Routed clock nets over the placement:
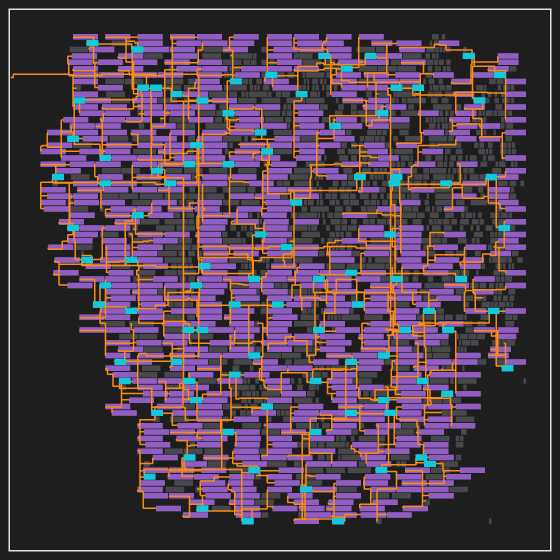
Nets reached from selected ports:
Scale bar: 50 um.
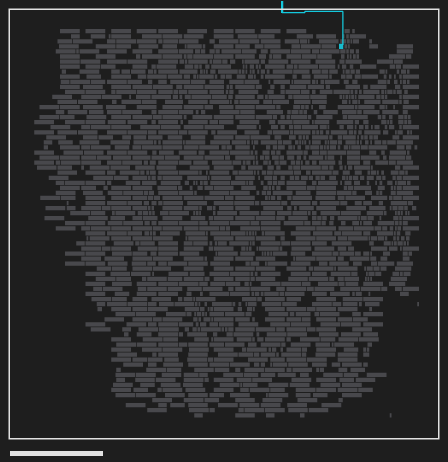
Routing congestion:
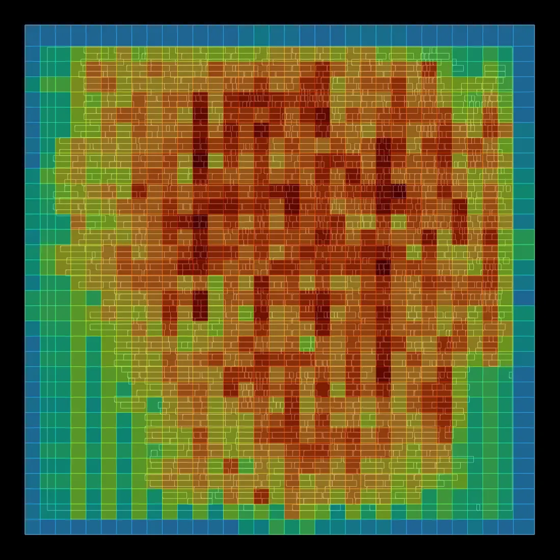
Metal 1:
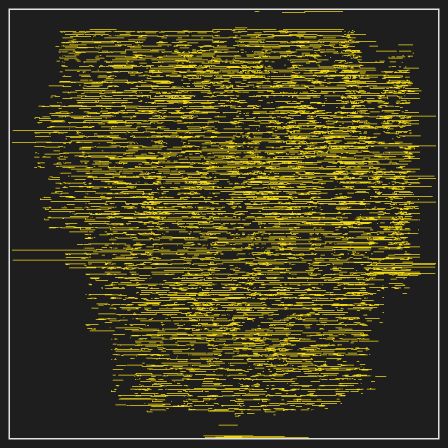
===== config.mk =====
export PLATFORM = sky130hd
export DESIGN_NAME = cache_dm_param
export DESIGN_NICKNAME = d
export VERILOG_FILES = /design/src/rtl/cache_dm_param.sv
export SDC_FILE = /design/constraint.sdc
export NUM_CORES = 1
export LEC_CHECK = 0
export CORE_MARGIN = 10
export CORE_UTILIZATION = 60
export CTS_BUF_LIST = sky130_fd_sc_hd__clkbuf_2 sky130_fd_sc_hd__clkbuf_4 sky130_fd_sc_hd__clkbuf_8
export DETAILED_ROUTE_END_ITERATION = 16
export DONT_BUFFER_PORTS = 1
export PLACE_DENSITY = 0.81
export SYNTH_ARGS = -nofsm -noshare
export SYNTH_HDL_FRONTEND = slang
export SYNTH_SLANG_ARGS = --single-unit

===== constraint.sdc =====
create_clock -name clk -period 5 [get_ports clk]
set_clock_uncertainty 0.2 [all_clocks]
set_input_delay 1.5 -clock clk [delete_from_list [all_inputs] [get_ports clk]]
set_output_delay 1.5 -clock clk [all_outputs]
set_load 0.01 [all_outputs]

===== src/rtl/cache_dm_param.sv =====
// Parametrised direct-mapped cache between a word-wide processor port
// and a line-wide memory port, with write-back or write-through policy.
module cache_dm_param #(
    parameter int ADDR_W         = 8,
    parameter int DATA_W         = 8,
    parameter int WORDS_PER_LINE = 4,
    parameter int LINES          = 16,
    parameter bit WRITE_BACK     = 1'b1,
    parameter int CNT_W          = 16
) (
    input  logic                             clk,
    input  logic                             rst,
    input  logic                             PRead_request,
    input  logic                             PWrite_request,
    input  logic [ADDR_W-1:0]                PAddress,
    input  logic [DATA_W-1:0]                PWrite_data,
    output logic                             PRead_ready,
    output logic [DATA_W-1:0]                PRead_data,
    output logic                             PWrite_ready,
    output logic                             MRead_request,
    input  logic                             MRead_ready,
    input  logic [DATA_W*WORDS_PER_LINE-1:0] MRead_data,
    output logic                             MWrite_request,
    input  logic                             MWrite_ready,
    output logic [DATA_W*WORDS_PER_LINE-1:0] MWrite_data,
    output logic [WORDS_PER_LINE-1:0]        MWrite_mask,
    output logic [ADDR_W-1:0]                MAddress,
    output logic [CNT_W-1:0]                 hit_count,
    output logic [CNT_W-1:0]                 miss_count,
    output logic                             busy
);

    localparam int OFF_W  = $clog2(WORDS_PER_LINE);
    localparam int IDX_W  = $clog2(LINES);
    localparam int TAG_W  = ADDR_W - OFF_W - IDX_W;
    localparam int LINE_W = DATA_W * WORDS_PER_LINE;

    typedef enum logic [2:0] {
        IDLE, LOOKUP, EVICT, REFILL, MEMWR, RESP, RELEASE
    } state_t;

    state_t state, state_nx;

    logic [LINES-1:0]  valid_q;
    logic [LINES-1:0]  dirty_q;
    logic [TAG_W-1:0]  tag_q  [LINES];
    logic [LINE_W-1:0] data_q [LINES];

    logic [ADDR_W-1:0] addr_q;
    logic [DATA_W-1:0] wdata_q;
    logic              is_wr_q;

    logic [OFF_W-1:0]  off;
    logic [IDX_W-1:0]  idx;
    logic [TAG_W-1:0]  tag;
    logic [LINE_W-1:0] cur_line;
    logic              hit;

    assign off      = addr_q[OFF_W-1:0];
    assign idx      = addr_q[OFF_W +: IDX_W];
    assign tag      = addr_q[ADDR_W-1 -: TAG_W];
    assign cur_line = data_q[idx];
    assign hit      = valid_q[idx] && (tag_q[idx] == tag);

    function automatic logic [LINE_W-1:0] merge_word(
        input logic [LINE_W-1:0] line,
        input logic [OFF_W-1:0]  o,
        input logic [DATA_W-1:0] w
    );
        merge_word = line;
        for (int i = 0; i < WORDS_PER_LINE; i++) begin
            if (o == OFF_W'(i)) begin
                merge_word[i*DATA_W +: DATA_W] = w;
            end
        end
    endfunction

    logic [DATA_W-1:0]         rd_word;
    logic [WORDS_PER_LINE-1:0] off_onehot;

    always_comb begin
        rd_word    = '0;
        off_onehot = '0;
        for (int i = 0; i < WORDS_PER_LINE; i++) begin
            if (off == OFF_W'(i)) begin
                rd_word       = cur_line[i*DATA_W +: DATA_W];
                off_onehot[i] = 1'b1;
            end
        end
    end

    logic              latch;
    logic              latch_wr;
    logic              hit_inc;
    logic              miss_inc;
    logic              line_we;
    logic [LINE_W-1:0] line_wdata;
    logic              set_valid;
    logic              set_dirty;
    logic              clr_dirty;

    always_comb begin
        state_nx   = state;
        latch      = 1'b0;
        latch_wr   = 1'b0;
        hit_inc    = 1'b0;
        miss_inc   = 1'b0;
        line_we    = 1'b0;
        line_wdata = cur_line;
        set_valid  = 1'b0;
        set_dirty  = 1'b0;
        clr_dirty  = 1'b0;
        unique case (state)
            IDLE: begin
                // A simultaneous read stays pending until the write retires.
                if (PWrite_request) begin
                    latch    = 1'b1;
                    latch_wr = 1'b1;
                    state_nx = LOOKUP;
                end else if (PRead_request) begin
                    latch    = 1'b1;
                    state_nx = LOOKUP;
                end
            end
            LOOKUP: begin
                hit_inc  = hit;
                miss_inc = !hit;
                if (hit && is_wr_q) begin
                    line_we    = 1'b1;
                    line_wdata = merge_word(cur_line, off, wdata_q);
                    set_dirty  = WRITE_BACK;
                    state_nx   = WRITE_BACK ? RESP : MEMWR;
                end else if (hit) begin
                    state_nx = RESP;
                end else if (is_wr_q && !WRITE_BACK) begin
                    state_nx = MEMWR;
                end else if (valid_q[idx] && dirty_q[idx]) begin
                    state_nx = EVICT;
                end else begin
                    state_nx = REFILL;
                end
            end
            EVICT: begin
                if (MWrite_ready) begin
                    clr_dirty = 1'b1;
                    state_nx  = REFILL;
                end
            end
            REFILL: begin
                if (MRead_ready) begin
                    line_we    = 1'b1;
                    set_valid  = 1'b1;
                    set_dirty  = is_wr_q;
                    line_wdata = is_wr_q
                               ? merge_word(MRead_data, off, wdata_q)
                               : MRead_data;
                    state_nx   = RESP;
                end
            end
            MEMWR: begin
                if (MWrite_ready) begin
                    state_nx = RESP;
                end
            end
            RESP: begin
                state_nx = RELEASE;
            end
            RELEASE: begin
                if (is_wr_q ? !PWrite_request : !PRead_request) begin
                    state_nx = IDLE;
                end
            end
            default: begin
                state_nx = IDLE;
            end
        endcase
    end

    always_comb begin
        PRead_ready    = 1'b0;
        PRead_data     = '0;
        PWrite_ready   = 1'b0;
        MRead_request  = 1'b0;
        MWrite_request = 1'b0;
        MWrite_data    = '0;
        MWrite_mask    = '0;
        MAddress       = '0;
        busy           = (state != IDLE);
        unique case (state)
            EVICT: begin
                MWrite_request = 1'b1;
                MAddress       = {tag_q[idx], idx, {OFF_W{1'b0}}};
                MWrite_data    = cur_line;
                MWrite_mask    = '1;
            end
            REFILL: begin
                MRead_request = 1'b1;
                MAddress      = {tag, idx, {OFF_W{1'b0}}};
            end
            MEMWR: begin
                MWrite_request = 1'b1;
                MAddress       = {tag, idx, {OFF_W{1'b0}}};
                MWrite_data    = {WORDS_PER_LINE{wdata_q}};
                MWrite_mask    = off_onehot;
            end
            RESP: begin
                if (is_wr_q) begin
                    PWrite_ready = 1'b1;
                end else begin
                    PRead_ready = 1'b1;
                    PRead_data  = rd_word;
                end
            end
            default: begin
            end
        endcase
    end

    always_ff @(posedge clk or posedge rst) begin
        if (rst) begin
            state      <= IDLE;
            addr_q     <= '0;
            wdata_q    <= '0;
            is_wr_q    <= 1'b0;
            hit_count  <= '0;
            miss_count <= '0;
        end else begin
            state <= state_nx;
            if (latch) begin
                addr_q  <= PAddress;
                wdata_q <= PWrite_data;
                is_wr_q <= latch_wr;
            end
            if (hit_inc && (hit_count != '1)) begin
                hit_count <= hit_count + CNT_W'(1);
            end
            if (miss_inc && (miss_count != '1)) begin
                miss_count <= miss_count + CNT_W'(1);
            end
        end
    end

    always_ff @(posedge clk or posedge rst) begin
        if (rst) begin
            valid_q <= '0;
            dirty_q <= '0;
        end else begin
            if (set_valid) begin
                valid_q[idx] <= 1'b1;
            end
            if (clr_dirty) begin
                dirty_q[idx] <= 1'b0;
            end else if (line_we) begin
                dirty_q[idx] <= set_dirty;
            end
        end
    end

    // Line storage needs no reset: valid gates every use of it.
    always_ff @(posedge clk) begin
        if (line_we) begin
            data_q[idx] <= line_wdata;
            tag_q[idx]  <= tag;
        end
    end

endmodule


==> qor.csv <==
stage;metric;value;unit
worst_setup_path;endpoint of the worst register-to-register path;data_q[9][3];
cells_and_area;Top Layout Cells;544 x sky130_fd_sc_hd__edfxtp_1, 182 x sky130_fd_sc_hd__mux4_2, 101 x sky130_fd_sc_hd__clkbuf_8, 96 x sky130_fd_sc_hd__buf_4, 80 x sky130_fd_sc_hd__dfrtp_1;
timing;number of setup violations in the final report;7;
placed_design;final estimated routing congestion in global placement;0.867;
power;P per Cell Area;700;nW/um^2
worst_setup_path;startpoint of the most critical register-to-register path;addr_q[3];
timing;Worst Max-Slew Pin Slew;1.33;ns
cells_and_area;Filler Cells Inserted;2638;
synthesis;area fraction in and, or, nand and nor cells after synthesis;4.45;%
global_route;all-layer global routing usage;28.1;%
hold_path;type of the worst min-delay path;reg -> reg;
cells_and_area;clock tree cell share of total cell area;6.58;%
power;power of the sequential group;8530;uW
outcome;failing checks;negative setup slack;
power;combinational share of power;39.0;%
outcome;result of the run;finished with violations;
worst_setup_path;Crit Path Max Fanout;8;
timing;PnR worst setup slack;-0.0496;ns
cells_and_area;Area-dominant class;sequential cells;
cells_and_area;non-filler cells, final;2262;
cts;number of buffers created by CTS;96;
synthesis;cell accounting for the most synthesized area;sky130_fd_sc_hd__edfxtp_1;
cts;number of H-tree branching levels;3;
worst_setup_path;crit path DRT;3.30;ns
synthesis;Synth cell types;48;
power;IR Drop Worst-Case VDD;0.453;mV
cells_and_area;area used by sequential logic in the layout;18500;um^2
About 'routed clock nets over the placement':
purple -> flip-flops  # count 628
orange -> clock wires  # length 7310 um
cyan -> clock drivers  # count 96
flops lie = spread over the die
routed clock nets = 97
Clock Latency Late Sink: 0.69 ns
share of power burned in the clock network: 20.8%
clock group power: 4410 uW

About 'nets reached from selected ports':
cyan -> `PWrite_ready`  # bits 1, direction output, end cells 1, buffers 0, wire 52.5 um
number of port buffers: 0
total I/O pin count: 143

About 'routing congestion':
WL/cell: 33.1 um
met2 usage in global routing: 41.8%
grt met1 use: 36.3%

About 'metal 1':
nets with wire on the layer = 1584
share of all routed wire = 34%
wire length on this layer = 25.2 mm
main direction = horizontal
longest straight run = 74.1 um
number of vias in the routed layout: 15900
aggregate routed wire length: 74800 um

sequential cells by signal, summed over array words and instances (netlist names):
signal and flops:
data_q 512, tag_q 32, dirty_q 16, hit_count 16, miss_count 16, valid_q 16, addr_q 8, wdata_q 8
state 3, is_wr_q 1
cell usage after synthesis (all sizes together) (5+ instances only):
cell / instances
a31oi: 12
a21oi: 54
mux4: 182
o21bai: 16
mux2i: 45
or3: 6
and3: 7
nand2: 77
and2: 11
nand4: 7
mux2: 37
clkbuf: 56
nor2: 49
dfrtp: 84
inv: 12
nor3: 22
and4: 5
o21ai: 34
xnor2: 7
edfxtp: 544
nand3: 40
xor2: 23
o211ai: 17
a22o: 33
buf: 44
nor2b: 12
routing by layer:
metal	track usage (%)	wire, um
met1	36.3	25200
met5	0	33
met4	13.4	3930
met2	41.8	33800
met3	10.8	11800
Power is estimated from default activity; no workload was simulated.
